$ cat src/rtl/tt_bist_harness_if.sv
// TinyTapeout tt_um-style connection between the BIST harness (master) and
// the wrapped user design (slave).
interface tt_bist_harness_if #(
  parameter int UI_W  = 8,
  parameter int UIO_W = 8
);
  logic [UI_W-1:0]  dut_ui_in;
  logic [UIO_W-1:0] dut_uio_in;
  logic             dut_rst_n;
  logic             dut_ena;
  logic [UI_W-1:0]  dut_uo_out;
  logic [UIO_W-1:0] dut_uio_out;
  logic [UIO_W-1:0] dut_uio_oe;

  modport master (
    output dut_ui_in, dut_uio_in, dut_rst_n, dut_ena,
    input  dut_uo_out, dut_uio_out, dut_uio_oe
  );

  modport slave (
    input  dut_ui_in, dut_uio_in, dut_rst_n, dut_ena,
    output dut_uo_out, dut_uio_out, dut_uio_oe
  );
endinterface

$ cat src/rtl/tt_bist_harness.sv
// Built-in self-test harness for one tt_um design: drives stimulus, holds it
// for a settle window, and folds every DUT response into a MISR signature.
module tt_bist_harness #(
  parameter int                      UI_W        = 8,
  parameter int                      UIO_W       = 8,
  parameter int                      NUM_VECTORS = 256,
  parameter int                      SETTLE      = 2,
  parameter int                      RST_CYCLES  = 4,
  parameter int                      MISR_W      = 32,
  parameter logic [MISR_W-1:0]       MISR_POLY   = 32'h04C11DB7,
  parameter logic [UI_W+UIO_W-1:0]   LFSR_POLY   = 16'hB400,
  parameter logic [UI_W+UIO_W-1:0]   LFSR_SEED   = 16'hACE1
) (
  input  logic                               clk,
  input  logic                               rst,
  input  logic                               start,
  input  logic                               abort,
  input  logic [1:0]                         mode,
  input  logic [UI_W+UIO_W-1:0]              const_pat,
  input  logic [MISR_W-1:0]                  expected_sig,
  tt_bist_harness_if.master                  dut,
  output logic                               busy,
  output logic                               done,
  output logic                               pass,
  output logic [MISR_W-1:0]                  signature,
  output logic [$clog2(NUM_VECTORS+1)-1:0]   vec_idx
);
  localparam int SW      = UI_W + UIO_W;
  localparam int CW      = 2*UIO_W + UI_W;
  localparam int CNT_MAX = (RST_CYCLES > SETTLE+1) ? RST_CYCLES : SETTLE+1;
  localparam int CNT_W   = $clog2(CNT_MAX+1);
  localparam int VI_W    = $clog2(NUM_VECTORS+1);

  typedef enum logic [1:0] {IDLE, RESET_DUT, APPLY, DONE} state_t;

  state_t            state, next_state;
  logic [CNT_W-1:0]  cnt;
  logic [1:0]        run_mode;
  logic [SW-1:0]     stim, stim_d;
  logic [MISR_W-1:0] sig_d, misr_next;
  logic [CW-1:0]     cap;
  logic              rst_n_q, ena_q;
  logic              start_run, rst_exit, sample;

  function automatic logic [SW-1:0] first_vec(input logic [1:0] m, input logic [SW-1:0] cp);
    case (m)
      2'd0:    return '0;
      2'd1:    return LFSR_SEED;
      2'd2:    return SW'(1);
      default: return cp;
    endcase
  endfunction

  function automatic logic [SW-1:0] advance(input logic [1:0] m, input logic [SW-1:0] s,
                                            input logic [SW-1:0] cp);
    case (m)
      2'd0:    return s + SW'(1);
      2'd1:    return s[0] ? ((s >> 1) ^ LFSR_POLY) : (s >> 1);
      2'd2:    return {s[SW-2:0], s[SW-1]};
      default: return cp;
    endcase
  endfunction

  // Undriven bidirectional bits are masked so floating pins never reach the MISR.
  assign cap       = {dut.dut_uio_oe, dut.dut_uio_out & dut.dut_uio_oe, dut.dut_uo_out};
  assign misr_next = ({signature[MISR_W-2:0], 1'b0} ^ (signature[MISR_W-1] ? MISR_POLY : '0))
                     ^ MISR_W'(cap);

  assign dut.dut_ui_in  = stim[UI_W-1:0];
  assign dut.dut_uio_in = stim[SW-1:UI_W];
  assign dut.dut_rst_n  = rst_n_q;
  assign dut.dut_ena    = ena_q;

  always_ff @(posedge clk or posedge rst) begin
    if (rst) state <= IDLE;
    else     state <= next_state;
  end

  always_comb begin
    next_state = state;
    start_run  = 1'b0;
    rst_exit   = 1'b0;
    sample     = 1'b0;
    case (state)
      IDLE, DONE: if (start) begin
        next_state = RESET_DUT;
        start_run  = 1'b1;
      end
      RESET_DUT: if (cnt == CNT_W'(RST_CYCLES-1)) begin
        next_state = APPLY;
        rst_exit   = 1'b1;
      end
      APPLY: if (cnt == CNT_W'(SETTLE)) begin
        sample = 1'b1;
        if (vec_idx == VI_W'(NUM_VECTORS-1)) next_state = DONE;
      end
      default: next_state = IDLE;
    endcase
    // Abort overrides everything, including a coincident start or sample.
    if (abort) begin
      next_state = IDLE;
      start_run  = 1'b0;
      rst_exit   = 1'b0;
      sample     = 1'b0;
    end

    stim_d = stim;
    sig_d  = signature;
    if (abort) begin
      stim_d = '0;
    end else if (start_run) begin
      stim_d = '0;
      sig_d  = '0;
    end else if (rst_exit) begin
      stim_d = first_vec(run_mode, const_pat);
    end else if (sample) begin
      sig_d = misr_next;
      if (next_state == APPLY) stim_d = advance(run_mode, stim, const_pat);
    end
  end

  always_ff @(posedge clk or posedge rst) begin
    if (rst) begin
      stim      <= '0;
      signature <= '0;
      busy      <= 1'b0;
      done      <= 1'b0;
      pass      <= 1'b0;
      rst_n_q   <= 1'b0;
      ena_q     <= 1'b0;
      run_mode  <= '0;
      cnt       <= '0;
      vec_idx   <= '0;
    end else begin
      stim      <= stim_d;
      signature <= sig_d;
      busy      <= (next_state == RESET_DUT) || (next_state == APPLY);
      done      <= (next_state == DONE);
      pass      <= (next_state == DONE) && (sig_d == expected_sig);
      if (abort) begin
        rst_n_q <= 1'b0;
        ena_q   <= 1'b0;
      end else if (start_run) begin
        rst_n_q  <= 1'b0;
        ena_q    <= 1'b1;
        run_mode <= mode;
        cnt      <= '0;
        vec_idx  <= '0;
      end else if (rst_exit) begin
        rst_n_q <= 1'b1;
        cnt     <= '0;
      end else if (state == RESET_DUT) begin
        cnt <= cnt + CNT_W'(1);
      end else if (state == APPLY) begin
        if (sample) begin
          cnt <= '0;
          if (next_state == APPLY) vec_idx <= vec_idx + VI_W'(1);
        end else begin
          cnt <= cnt + CNT_W'(1);
        end
      end
    end
  end
endmodule

$ cat src/flat_wrapper.sv
// flat-port wrapper written by rule: the top's interface ports become plain ports
module tt_bist_harness_flat 
#(
  parameter int                      UI_W        = 8,
  parameter int                      UIO_W       = 8,
  parameter int                      NUM_VECTORS = 256,
  parameter int                      SETTLE      = 2,
  parameter int                      RST_CYCLES  = 4,
  parameter int                      MISR_W      = 32,
  parameter logic [MISR_W-1:0]       MISR_POLY   = 32'h04C11DB7,
  parameter logic [UI_W+UIO_W-1:0]   LFSR_POLY   = 16'hB400,
  parameter logic [UI_W+UIO_W-1:0]   LFSR_SEED   = 16'hACE1
)
  (clk, rst, start, abort, mode, const_pat, expected_sig, busy, done, pass, signature, vec_idx, dut_dut_ui_in, dut_dut_uio_in, dut_dut_rst_n, dut_dut_ena, dut_dut_uo_out, dut_dut_uio_out, dut_dut_uio_oe);
  tt_bist_harness_if #(.UI_W(UI_W), .UIO_W(UIO_W)) dut_i ();
  input  logic clk;
  input  logic rst;
  input  logic start;
  input  logic abort;
  input  logic [1:0] mode;
  input  logic [UI_W+UIO_W-1:0] const_pat;
  input  logic [MISR_W-1:0] expected_sig;
  output logic busy;
  output logic done;
  output logic pass;
  output logic [MISR_W-1:0] signature;
  output logic [$clog2(NUM_VECTORS+1)-1:0] vec_idx;
  output wire logic [$bits(dut_i.dut_ui_in)-1:0] dut_dut_ui_in;
  output wire logic [$bits(dut_i.dut_uio_in)-1:0] dut_dut_uio_in;
  output wire logic [$bits(dut_i.dut_rst_n)-1:0] dut_dut_rst_n;
  output wire logic [$bits(dut_i.dut_ena)-1:0] dut_dut_ena;
  input wire logic [$bits(dut_i.dut_uo_out)-1:0] dut_dut_uo_out;
  input wire logic [$bits(dut_i.dut_uio_out)-1:0] dut_dut_uio_out;
  input wire logic [$bits(dut_i.dut_uio_oe)-1:0] dut_dut_uio_oe;
  assign dut_dut_ui_in = dut_i.dut_ui_in;
  assign dut_dut_uio_in = dut_i.dut_uio_in;
  assign dut_dut_rst_n = dut_i.dut_rst_n;
  assign dut_dut_ena = dut_i.dut_ena;
  assign dut_i.dut_uo_out = dut_dut_uo_out;
  assign dut_i.dut_uio_out = dut_dut_uio_out;
  assign dut_i.dut_uio_oe = dut_dut_uio_oe;
  tt_bist_harness #(.UI_W(UI_W), .UIO_W(UIO_W), .NUM_VECTORS(NUM_VECTORS), .SETTLE(SETTLE), .RST_CYCLES(RST_CYCLES), .MISR_W(MISR_W), .MISR_POLY(MISR_POLY), .LFSR_POLY(LFSR_POLY), .LFSR_SEED(LFSR_SEED)) u_core (.clk(clk), .rst(rst), .start(start), .abort(abort), .mode(mode), .const_pat(const_pat), .expected_sig(expected_sig), .dut(dut_i), .busy(busy), .done(done), .pass(pass), .signature(signature), .vec_idx(vec_idx));
endmodule
$ cat config.mk
export PLATFORM = sky130hd
export DESIGN_NAME = tt_bist_harness_flat
export DESIGN_NICKNAME = d
export VERILOG_FILES = /design/src/rtl/tt_bist_harness_if.sv /design/src/rtl/tt_bist_harness.sv /design/src/flat_wrapper.sv
export SDC_FILE = /design/constraint.sdc
export NUM_CORES = 1
export LEC_CHECK = 0
export CAP_MARGIN = 25
export CORE_MARGIN = 5
export CORE_UTILIZATION = 40
export CTS_BUF_LIST = sky130_fd_sc_hd__clkbuf_4
export DETAILED_ROUTE_END_ITERATION = 10
export PLACE_DENSITY = 0.7
export SLEW_MARGIN = 20
export SYNTH_ARGS = -nofsm -noshare
export SYNTH_HDL_FRONTEND = slang
export SYNTH_SLANG_ARGS = --single-unit
$ cat constraint.sdc
create_clock -name clk -period 3.57 [get_ports clk]
set_input_delay 0.5355 -clock clk [delete_from_list [all_inputs] [get_ports clk]]
set_output_delay 0.5355 -clock clk [all_outputs]
set_load 0.005 [all_outputs]
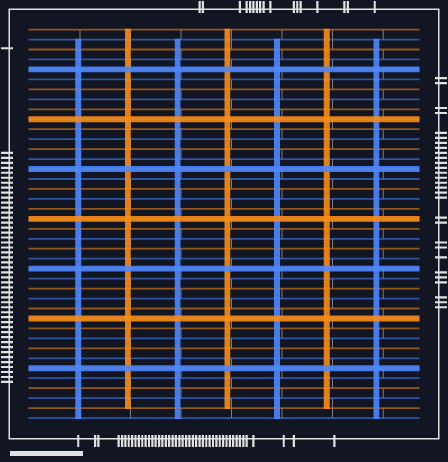
Fig. 1. Power grid (run 1).
The bar under the picture is 20 µm long. Pins as bars on the die edge. Tap cells in grey.
[VDD] orange
[VSS] blue
met5 straps: 7
met1 rails: 40

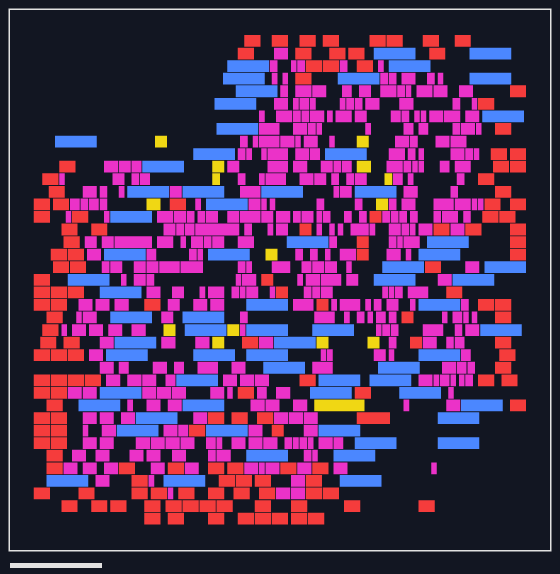
Fig. 2. Cell classes on the final placement (run 1).
The bar under the picture is 20 µm long.
[clock drivers and dummy loads] yellow | cells: 15 | share of their area: 2.2%
[remaining buffers and delay cells] red | cells: 150 | share of their area: 25%
[sequential cells] blue | cells: 69 | share of their area: 29%
[combinational and other logic] magenta | cells: 392 | share of their area: 45%
final core occ: 54.90%
Seq/total area: 27.78%
cell area after layout: 0.006215 mm²
# rows: 39
Core Footprint: 0.01132 mm²

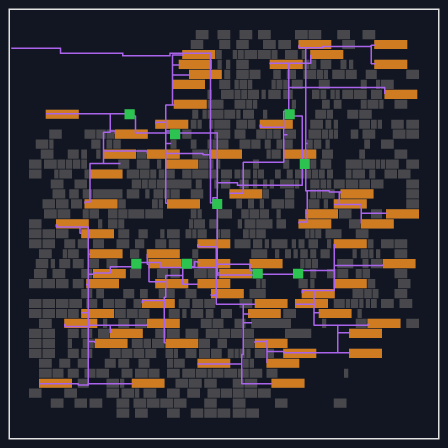
Fig. 3. Clock wires, drivers and flops (run 1).
[clock drivers] green | count: 9
[flip-flops] orange | count: 69
[clock wires] purple | length: 1030 µm
routed clock nets: 10
flops lie: all over the die
Worst-Skew Late Latency: 0.43 ns
clock network fraction of design power: 25.4%
power in the clock group: 0.516 mW
Clock Skews: 0.02524 ns

==> GITHUB_STEP_SUMMARY, run 1 <==
### Metrics collected by this job

| Metric | Value |
|---|---|
| # Cells Yosys | 492 |
| Antenna diodes | 0 |
| Detailed Routing Iterations Pass 1 | 5 |
| Number of H-tree levels | 3 |
| R2r worst-path depth | 11 |
| Top_reg_cell synth | dfrtp_1 |
| Ys async rst share | 100.0% |
| Met3 Resource Use GR | 6.272% |
| Seq/Total Area, Yosys | 37.80% |
| Pins Over Slew Limit | 0 |
| Number of cells after detailed placement | 754 |
| Postcts setup bufs | 0 |
| CP endpoint | u_core.vec_idx[7] |
| Hpwl dp | 10410 µm |
| Count of final setup violators | 0 |
| P_leak | 2.693 nW |
| Warning total across the stage logs | 33 |
| Worst R2R End | u_core.vec_idx[7] |
| Maximum vdd drop | 0.1768 mV |
| Drt wl/cell | 17.84 µm |
| CP Launch Point | u_core.state[0] |
| Non-clock buffers | 150 |
| Number of enable flip-flop cells | 0 |
| Final period util | 84.55% |
| Vias per cell | 5.544 |
| Hold Vio Cnt, Final | 0 |
| CTS tree | built |
| Slew margin rel. | 51.38% |
| FF+latch count, synth | 69 |
| Unrepaired setup endpoints after global routing | false |
| CP dominant cell by count | ha_1 |
| Area after DPL | 0.006082 mm² |
| Synth cell types | 60 |
| Crit Path Class | flip-flop to flip-flop |
| Area reported by Yosys stat | 0.004568 mm² |
| Area fraction in compound gates | 21.53% |
| Grt total ovfl | 0 |
| Port Buffers | 139 |
| Sum of negative setup slack | 0 ns |
| Worst min-delay path class | input pin to asynchronous set/reset pin |
| Storage element area | 0.001727 mm² |
| Worst Setup Slack, final | 0.5515 ns |
| Maxcap violations | 0 |
| Routed vias | 4263 |
| Non-filler cells, final | 769 |
| Main kind of combinational logic by area | AND-OR/OR-AND gates |
| Die area | 0.01366 mm² |
| PwrDens | 326.7 mW/mm² |
| Simple share | 16.43% |
| GPL Wtd Cong | 0.8717 |
| Critical path fanouts, max | 11 |
| Setup crit end kind | flip-flop |
| Post-Route WL | 13720 µm |
| Syn nets | 585 |
| CLK BUF | 9 |
| Status | complete, no violations |
| Root Driver | clkbuf_4 |
| Hold slack | 0.4742 ns |
| Clock transition at path regs | 0.13 ns |
| CTS Buf Count | 9 |
| Fin nets | 715 |
| Synth-to-layout area growth | 36.04% |
| Max Fclk | 331.3 MHz |
| Top cells by area | dfrtp_1 (38%), xor2_1 (8.1%), xnor2_1 (6.7%), a22o_1 (5.4%), nand2_1 (4.2%) |
| Top Layout Cells | clkdlybuf4s50_1 (139), dfrtp_1 (69), nand2_1 (51) |
| Max stage delay on crit path | 0.45 ns |
| R2r setup slk | 0.55 ns |
| Met1 Use GR | 27.62% |
| Routing usage on met2 | 32.46% |
| Yosys top cell by instances | dfrtp_1 |
| Largest cell class | logic gates |
| Initial antenna violation count | 0 |
| Bufs on Longest Clock Path | 2 |
| MI comb cells | 373 |
| Xor/xnor share | 15.26% |
| Drc violations | 0 |
| CP Launch Type | flip-flop |
| Registers | 69 |
| CP delay by family, top | AND-OR/OR-AND gates |
| Top cell area share | 37.80% |
| Top Usage Layer GRT | met2 |
| WP depth | 11 |
| Synth Warn # | 0 |
| Post-CTS Resized | 0 |
| Top cells by count, synth | dfrtp_1 (69), nand2_1 (51), xor2_1 (42) |
| Clock-cell share | 2.134% |
| # IOs | 140 |
| Actual slew at the worst max-slew pin | 0.7293 ns |
| First-pass GRT wire length | 22140 µm |
| Required @ worst endpoint | 3.92 ns |
| Die H | 116.9 µm |
| Avg Cell Area, Syn | 9.285 µm² |
| N_taps | 143 |
| Instance tally after logic synthesis | 492 |
| Total Routing Usage GR | 20.48% |
| Tmin final | 3.018 ns |
| Logic share of the area | 42.14% |
| Share of cells above drive strength 1 | 7.348% |
| Place WS | 0.3343 ns |
| Clk sinks | 69 |
| Synth Cell Area | 0.004568 mm² |
| Hold buffer count at cts | 0 |
| Inverters | 19 |
| Die span in x | 116.9 µm |
| Antenna viol nets, final | 0 |
| Core Density at Floorplan | 40.35% |
| CP max-delay cell | ha_1 |
| Dominant logic cell type in the layout | clkdlybuf4s50_1 |
| Largest net degree at the start of global routing | 47 |
| Comb. cell area | 0.002619 mm² |
| Fillcell total | 1035 |
| Yosys adder share | 4.108% |
| Reg-to-Reg Start | u_core.state[0] |
| Buffering overhead | 23.92% |
| Area leader, netlist | dfrtp_1 |
| Initial drt markers | 385 |
| Vias in the first global route | 4285 |
| Mux share | 0% |
| Total Power | 2.030 mW |
run 1: power breakdown:
group          internal (mW)  leakage [nW]  switching [mW]
sequential             0.831         0.951          0.0782
combinational          0.296          1.67           0.309
clock                  0.210        0.0717           0.306
total                   1.34          2.69           0.693
run 1: routing by layer:
layer | wire (µm) | vias up | share of wire [%]
met5 | 0 | - | 0
met3 | 1101 | 15 | 8.0
li1 | - | 2034 | -
met4 | 191 | 0 | 1.4
met1 | 6119 | 2041 | 45
met2 | 6308 | 173 | 46
run 1: flip-flops by register name, summed over array words and instances, names as in the netlist:
register / cells
u_core.state: 2
u_core.signature: 32
u_core.dut.dut_ena: 1
u_core.cnt: 3
u_core.dut.dut_rst_n: 1
u_core.vec_idx: 9
u_core.stim: 16
u_core.done: 1
u_core.run_mode: 2
u_core.busy: 1
u_core.pass: 1
Fig. 4: run 1, wiring by layer
The bar under the picture is 20 µm long. Only two layers are drawn.
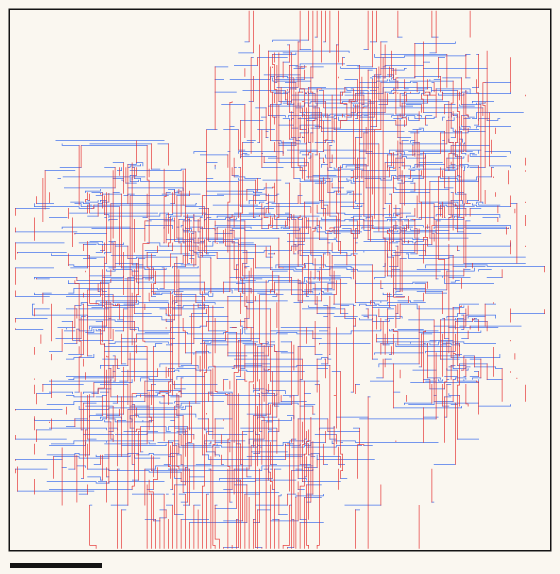

## Run 2: what changed since run 1
--- a/config.mk
+++ b/config.mk
@@ -10,7 +10,7 @@
 export CORE_UTILIZATION = 40
 export CTS_BUF_LIST = sky130_fd_sc_hd__clkbuf_4
 export DETAILED_ROUTE_END_ITERATION = 10
-export PLACE_DENSITY = 0.7
+export PLACE_DENSITY = 0.73
 export SLEW_MARGIN = 20
 export SYNTH_ARGS = -nofsm -noshare
 export SYNTH_HDL_FRONTEND = slang
==> constraint.sdc (replaced) <==
create_clock -name clk -period 2.7 [get_ports clk]
set_input_delay 0.405 -clock clk [delete_from_list [all_inputs] [get_ports clk]]
set_output_delay 0.405 -clock clk [all_outputs]
set_load 0.005 [all_outputs]
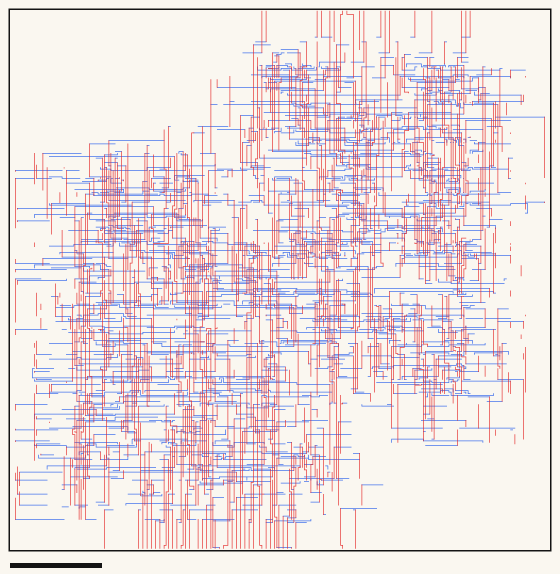
Fig. 5. Wiring by layer (run 2).
The bar under the picture is 20 µm long. Only two layers are drawn.
[metal 1] blue | wire length: 6300 µm
[metal 2] red | wire length: 7150 µm

==> GITHUB_STEP_SUMMARY, run 2 <==
### Metrics collected by this job

| Metric | Value |
|---|---|
| Top_reg_cell synth | dfrtp_1 |
| Synth cell types | 60 |
| DR WL met3 | 1165 µm |
| Mux share | 0% |
| Max Fclk | 385.9 MHz |
| Drc violations | 0 |
| P_sw | 0.9642 mW |
| Top cells by area | dfrtp_1 (38%), xor2_1 (8.1%), xnor2_1 (6.7%), a22o_1 (5.4%), nand2_1 (4.2%) |
| Detailed Routing Iterations Pass 1 | 6 |
| Initial antenna violation count | 1 |
| CP max-delay cell | or4b_4 |
| CP Launch Type | flip-flop |
| CTS tree | built |
| Avg Cell Area, Syn | 9.285 µm² |
| Max FFs per register | 32 |
| Yosys top cell by instances | dfrtp_1 |
| Warning total across the stage logs | 34 |
| Met3 Resource Use GR | 4.936% |
| Non-filler cells, final | 824 |
| Met1 Use GR | 28.59% |
| Hold buffer count at cts | 0 |
| Tmin final | 2.592 ns |
| Die span in x | 116.9 µm |
| Maxcap violations | 0 |
| Total internal power | 1.870 mW |
| Hold slack | 0.3208 ns |
| Place WS | -0.2044 ns |
| Top cells by count, synth | dfrtp_1 (69), nand2_1 (51), xor2_1 (42) |
| Area leader, netlist | dfrtp_1 |
| Synth Warn # | 0 |
| Die area | 0.01366 mm² |
| Bufs on Longest Clock Path | 2 |
| Fin nets | 768 |
| Top cell area share | 37.80% |
| Final period util | 95.99% |
| Clock network fraction of design power | 23.7% |
| Synth-to-layout area growth | 49.11% |
| Clk sinks | 69 |
| Seq. pwr | 1.19 mW |
| Number of cells after detailed placement | 791 |
| Top Layout Cells | clkdlybuf4s50_1 (139), dfrtp_1 (68), buf_4 (58) |
| CTS Buf Count | 9 |
| Setup crit end kind | flip-flop |
| R2r worst-path depth | 10 |
| Critical path fanouts, max | 10 |
| M1 WL | 6296 µm |
| Routing usage on met2 | 36.75% |
| Drt wl/cell | 17.94 µm |
| Routed vias | 4522 |
| Grt total ovfl | 0 |
| Clock Skews | 0.02772 ns |
| Area reported by Yosys stat | 0.004568 mm² |
| CP delay by family, top | simple AND/OR/NAND/NOR gates |
| CP endpoint | u_core.pass |
| Actual slew at the worst max-slew pin | 1.041 ns |
| Routed met2 length | 7145 µm |
| Share of cells above drive strength 1 | 18.09% |
| Required @ worst endpoint | 3.03 ns |
| Top Usage Layer GRT | met2 |
| Number of enable flip-flop cells | 0 |
| CP Buf/Inv Count | 2 |
| Area fraction in compound gates | 21.53% |
| Sw Ratio | 34.02% |
| Largest net degree at the start of global routing | 49 |
| Cell area after layout | 0.006812 mm² |
| Sequential power share | 42.0% |
| CP Launch Point | u_core.state[0] |
| Biggest register | u_core.signature |
| Number of H-tree levels | 3 |
| Vias in the first global route | 4642 |
| Max stage delay on crit path | 0.52 ns |
| Root Driver | clkbuf_4 |
| Simple share | 16.43% |
| Port Buffers | 139 |
| Worst R2R End | u_core.pass |
| Pins Over Slew Limit | 0 |
| Total Power | 2.834 mW |
| First-pass GRT wire length | 23540 µm |
| Storage element area | 0.001728 mm² |
| Critical path, cell by cell | inv_2, ha_4, buf_12, a221oi_4, nand3_2, and3_4, or4b_4, nor4_4, nand4_1, nor4_2 |
| Total Routing Usage GR | 21.82% |
| Maximum vdd drop | 0.2120 mV |
| Worst Setup Slack, final | 0.1084 ns |
| Core Density at Floorplan | 40.35% |
| Hold Vio Cnt, Final | 0 |
| Initial drt markers | 354 |
| Post-CTS Resized | 4 |
| Largest power group | sequential cells |
| Dominant logic cell type in the layout | clkdlybuf4s50_1 |
| # IOs | 140 |
| Power in the clock group | 0.671 mW |
| Logic pwr share | 34.3% |
| Comb group | 0.974 mW |
| Yosys adder share | 4.108% |
| WP depth | 10 |
| Crit Path Class | flip-flop to flip-flop |
| Sum of negative setup slack | 0 ns |
| Syn nets | 585 |
| PwrDens | 416.1 mW/mm² |
| Die H | 116.9 µm |
| Post-Route WL | 14780 µm |
| P_leak | 2.963 nW |
| Instance tally after logic synthesis | 492 |
| Top flop regs | u_core.signature (32), u_core.stim (16), u_core.vec_idx (9) |
| Ys async rst share | 100.0% |
| Vias per cell | 5.488 |
| Antenna viol nets, final | 0 |
| Synth Cell Area | 0.004568 mm² |
| Unrepaired setup endpoints after global routing | true |
| Area after DPL | 0.006451 mm² |
| Seq/Total Area, Yosys | 37.80% |
| Core Footprint | 0.01132 mm² |
| # rows | 39 |
| Worst min-delay path class | input pin to asynchronous set/reset pin |
| Main kind of combinational logic by area | AND-OR/OR-AND gates |
| Count of final setup violators | 0 |
| Comb. cell area | 0.002768 mm² |
| Xor/xnor share | 15.26% |
| GPL Wtd Cong | 0.8799 |
| CP arrival | 2.92 ns |
| FF+latch count, synth | 69 |
| Status | complete, no violations |
| Postcts setup bufs | 1 |
| # Cells Yosys | 492 |
| Slew margin rel. | 29.88% |
| Hpwl dp | 11200 µm |
| Clock transition at path regs | 0.12 ns |
| Reg-to-Reg Start | u_core.state[0] |
| R2r setup slk | 0.11 ns |
| Worst-Skew Late Latency | 0.42 ns |
| Top layer in use | met4 |
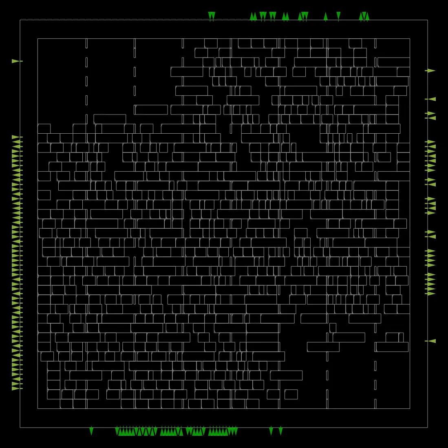
Fig. 6. Placed standard cells (run 2).
n_taps: 143
final core occ: 60.17%
Seq/total area: 25.37%
registers: 69
fillcell total: 977

run 2: netlist changes by cell type in the layout (fill, tap and decap cells not counted), sizes merged:
cell / delta
buf: +53
clkinvlp: +2
clkinv: -1
diode: +1
run 2: layout make-up:
cell class                      instances  share of cell area (%)
Timing Repair Buffer                  203                   28.32
Sequential cell                        69                   25.37
Multi-Input combinational cell        373                   40.63
Clock inverter                          7                  0.9735
Antenna cell                            1                 0.03674
Inverter                               19                   1.047
Tap cell                              143                   2.627
Clock buffer                            9                  0.9919
run 2: worst register-to-register path: cells and delay by family (launching register included):
family                   cells  cell delay [ns]
AND-OR/OR-AND                1             0.31
adder cells (fa/ha/maj)      1             0.24
buffers and inverters        2             0.22
flip-flops                   1             0.45
AND/OR/NAND/NOR              6             1.30
Fig. 7: run 2, cell classes on the final placement
The bar under the picture is 20 µm long.
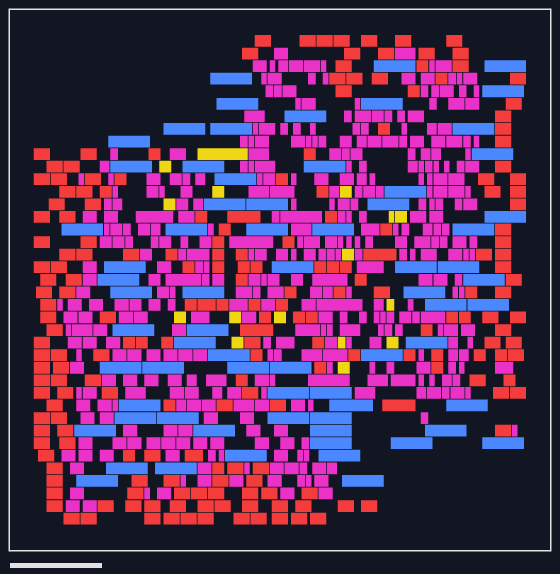

## Run 3: what changed since run 2
--- a/config.mk
+++ b/config.mk
@@ -6,6 +6,7 @@
 export NUM_CORES = 1
 export LEC_CHECK = 0
 export CAP_MARGIN = 25
+export CORE_ASPECT_RATIO = 0.6
 export CORE_MARGIN = 5
 export CORE_UTILIZATION = 40
 export CTS_BUF_LIST = sky130_fd_sc_hd__clkbuf_4
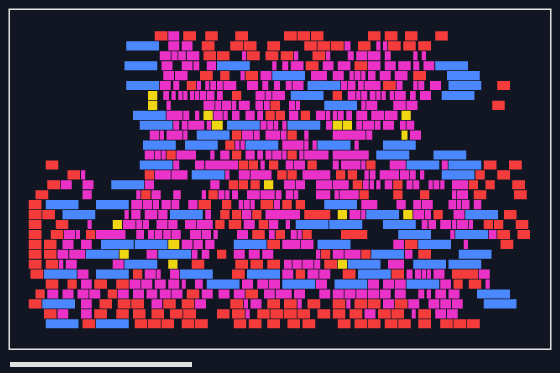
Fig. 8. Cell classes on the final placement (run 3).
The bar under the picture is 50 µm long.
[remaining buffers and delay cells] red | cells: 202 | share of their area: 29%
[combinational and other logic] magenta | cells: 392 | share of their area: 43%
[sequential cells] blue | cells: 69 | share of their area: 26%
[clock drivers and dummy loads] yellow | cells: 16 | share of their area: 1.8%

==> GITHUB_STEP_SUMMARY, run 3 <==
### Metrics collected by this job

| Metric | Value |
|---|---|
| Status | complete, no violations |
| Die H | 92.78 µm |
| Top layer in use | met4 |
| Initial drt markers | 598 |
| # IOs | 140 |
| Number of H-tree levels | 3 |
| Postcts setup bufs | 4 |
| DR WL met3 | 1345 µm |
| Drt wl/cell | 18.50 µm |
| Tmin final | 2.627 ns |
| M1 WL | 6957 µm |
| Largest net degree at the start of global routing | 53 |
| Ys async rst share | 100.0% |
| Final core occ | 60.36% |
| # Cells Yosys | 492 |
| Grt total ovfl | 0 |
| Place WS | -0.2227 ns |
| Met3 Resource Use GR | 5.477% |
| Total Routing Usage GR | 21.90% |
| Cell area after layout | 0.006774 mm² |
| Synth Warn # | 0 |
| Top cells by count, synth | dfrtp_1 (69), nand2_1 (51), xor2_1 (42) |
| Routed met2 length | 6740 µm |
| P_leak | 2.946 nW |
| Worst R2R End | u_core.pass |
| Sequential power share | 42.8% |
| Storage element area | 0.001727 mm² |
| Setup crit end kind | flip-flop |
| Clock Skews | 0.02527 ns |
| Met1 Use GR | 32.05% |
| GPL Wtd Cong | 0.8876 |
| Critical path fanouts, max | 18 |
| MI comb cells | 373 |
| Number of enable flip-flop cells | 0 |
| Antenna diodes | 0 |
| FF+latch count, synth | 69 |
| Fin nets | 767 |
| Required @ worst endpoint | 3.06 ns |
| Core Density at Floorplan | 40.70% |
| CP arrival | 2.98 ns |
| Crit Path Class | flip-flop to flip-flop |
| Vias per cell | 5.640 |
| Post-CTS Resized | 4 |
| CTS Buf Count | 9 |
| Max Fclk | 380.7 MHz |
| Maximum vdd drop | 0.2019 mV |
| Routed vias | 4642 |
| Comb. cell area | 0.002774 mm² |
| CP max-delay cell | dfrtp_1 |
| Worst Setup Slack, final | 0.07326 ns |
| Worst min-delay path class | input pin to asynchronous set/reset pin |
| CP Buf/Inv Count | 3 |
| Power in the clock group | 0.594 mW |
| Count of final setup violators | 0 |
| Clock transition at path regs | 0.13 ns |
| Clk sinks | 69 |
| Area reported by Yosys stat | 0.004568 mm² |
| Total internal power | 1.813 mW |
| Top Layout Cells | clkdlybuf4s50_1 (139), dfrtp_1 (69), buf_4 (60) |
| Port Buffers | 139 |
| CLK BUF | 11 |
| Vias in the first global route | 4497 |
| Unrepaired setup endpoints after global routing | true |
| Antenna viol nets, final | 0 |
| Slew margin rel. | 53.00% |
| Bufs on Longest Clock Path | 2 |
| Dominant logic cell type in the layout | clkdlybuf4s50_1 |
| Non-filler cells, final | 823 |
| Hpwl dp | 11940 µm |
| Registers | 69 |
| R2r setup slk | 0.07 ns |
| Syn nets | 585 |
| Root Driver | clkbuf_4 |
| Top flop regs | u_core.signature (32), u_core.stim (16), u_core.vec_idx (9) |
| Hold slack | 0.2652 ns |
| Biggest register | u_core.signature |
| Initial antenna violation count | 0 |
| Maxcap violations | 0 |
| Clock network fraction of design power | 21.3% |
| Sw Ratio | 34.92% |
| P_sw | 0.9732 mW |
| R2r worst-path depth | 12 |
| Drc violations | 0 |
| N_taps | 144 |
| Hold Vio Cnt, Final | 0 |
| Post-Route WL | 15220 µm |
| Number of cells after detailed placement | 798 |
| Hold buffer count at cts | 0 |
| Top Usage Layer GRT | met2 |
| # rows | 30 |
| Avg Cell Area, Syn | 9.285 µm² |
| CTS tree | built |
| First-pass GRT wire length | 23980 µm |
| Detailed Routing Iterations Pass 1 | 6 |
| CP Launch Point | u_core.cnt[1] |
| Inverters | 19 |
| Top_reg_cell synth | dfrtp_1 |
| Max stage delay on crit path | 0.40 ns |
| Clock-cell share | 1.773% |
| Final period util | 97.29% |
| Sum of negative setup slack | 0 ns |
| Largest power group | sequential cells |
| Max FFs per register | 32 |
| CP delay by family, top | simple AND/OR/NAND/NOR gates |
| Yosys top cell by instances | dfrtp_1 |
| Die area | 0.01373 mm² |
| Die span in x | 148.0 µm |
| Core Footprint | 0.01122 mm² |
| Synth cell types | 60 |
| Seq/total area | 25.49% |
| Comb group | 1.00 mW |
| Share of cells above drive strength 1 | 17.82% |
| Seq/Total Area, Yosys | 37.80% |
| Critical path, cell by cell | ha_2, ha_4, buf_4, a21oi_4, a21oi_2, buf_12, buf_4, a22o_1, xor2_1, nor4_2, nand4_1, nor4_2 |
| Worst-Skew Late Latency | 0.44 ns |
| Pins Over Slew Limit | 0 |
| Synth Cell Area | 0.004568 mm² |
| Seq. pwr | 1.19 mW |
| Top cell area share | 37.80% |
| Largest cell class | logic gates |
| Buffering overhead | 28.08% |
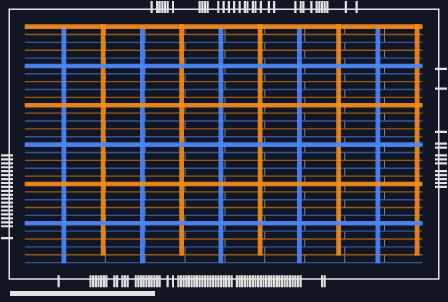
Fig. 9. Power grid (run 3).
The bar under the picture is 50 µm long. Pins as bars on the die edge. Tap cells in grey.
[VSS] blue
[VDD] orange
met4 straps: 10
met1 rails: 31
signal pins: 140
tap cells: 144

==> run 3: kinds of logic (layout without fill, tap and decap cells) <==
group | Yosys count | in the layout | share of synthesized area [%]
simple gates | 145 | 145 | 16.43
buf+inv | 50 | 237 | 4.875
compound gates | 135 | 135 | 21.53
xor+xnor | 78 | 78 | 15.26
fa+ha+maj | 15 | 15 | 4.108
flops | 69 | 69 | 37.80
==> run 3: worst max-delay path by stage <==
stage | depth (start not counted) | end | slack, ns
2_1_floorplan | 12 | u_core.vec_idx[5] | 0.006
3_3_place_gp | 10 | u_core.pass | -0.21
3_5_place_dp | 9 | u_core.pass | -0.22
4_1_cts | 11 | u_core.pass | 0.01
5_1_grt | 12 | u_core.stim[10] | -0.02
6_report | 12 | u_core.pass | 0.07
No activity file was given, so power comes from the tool's default toggle rates.
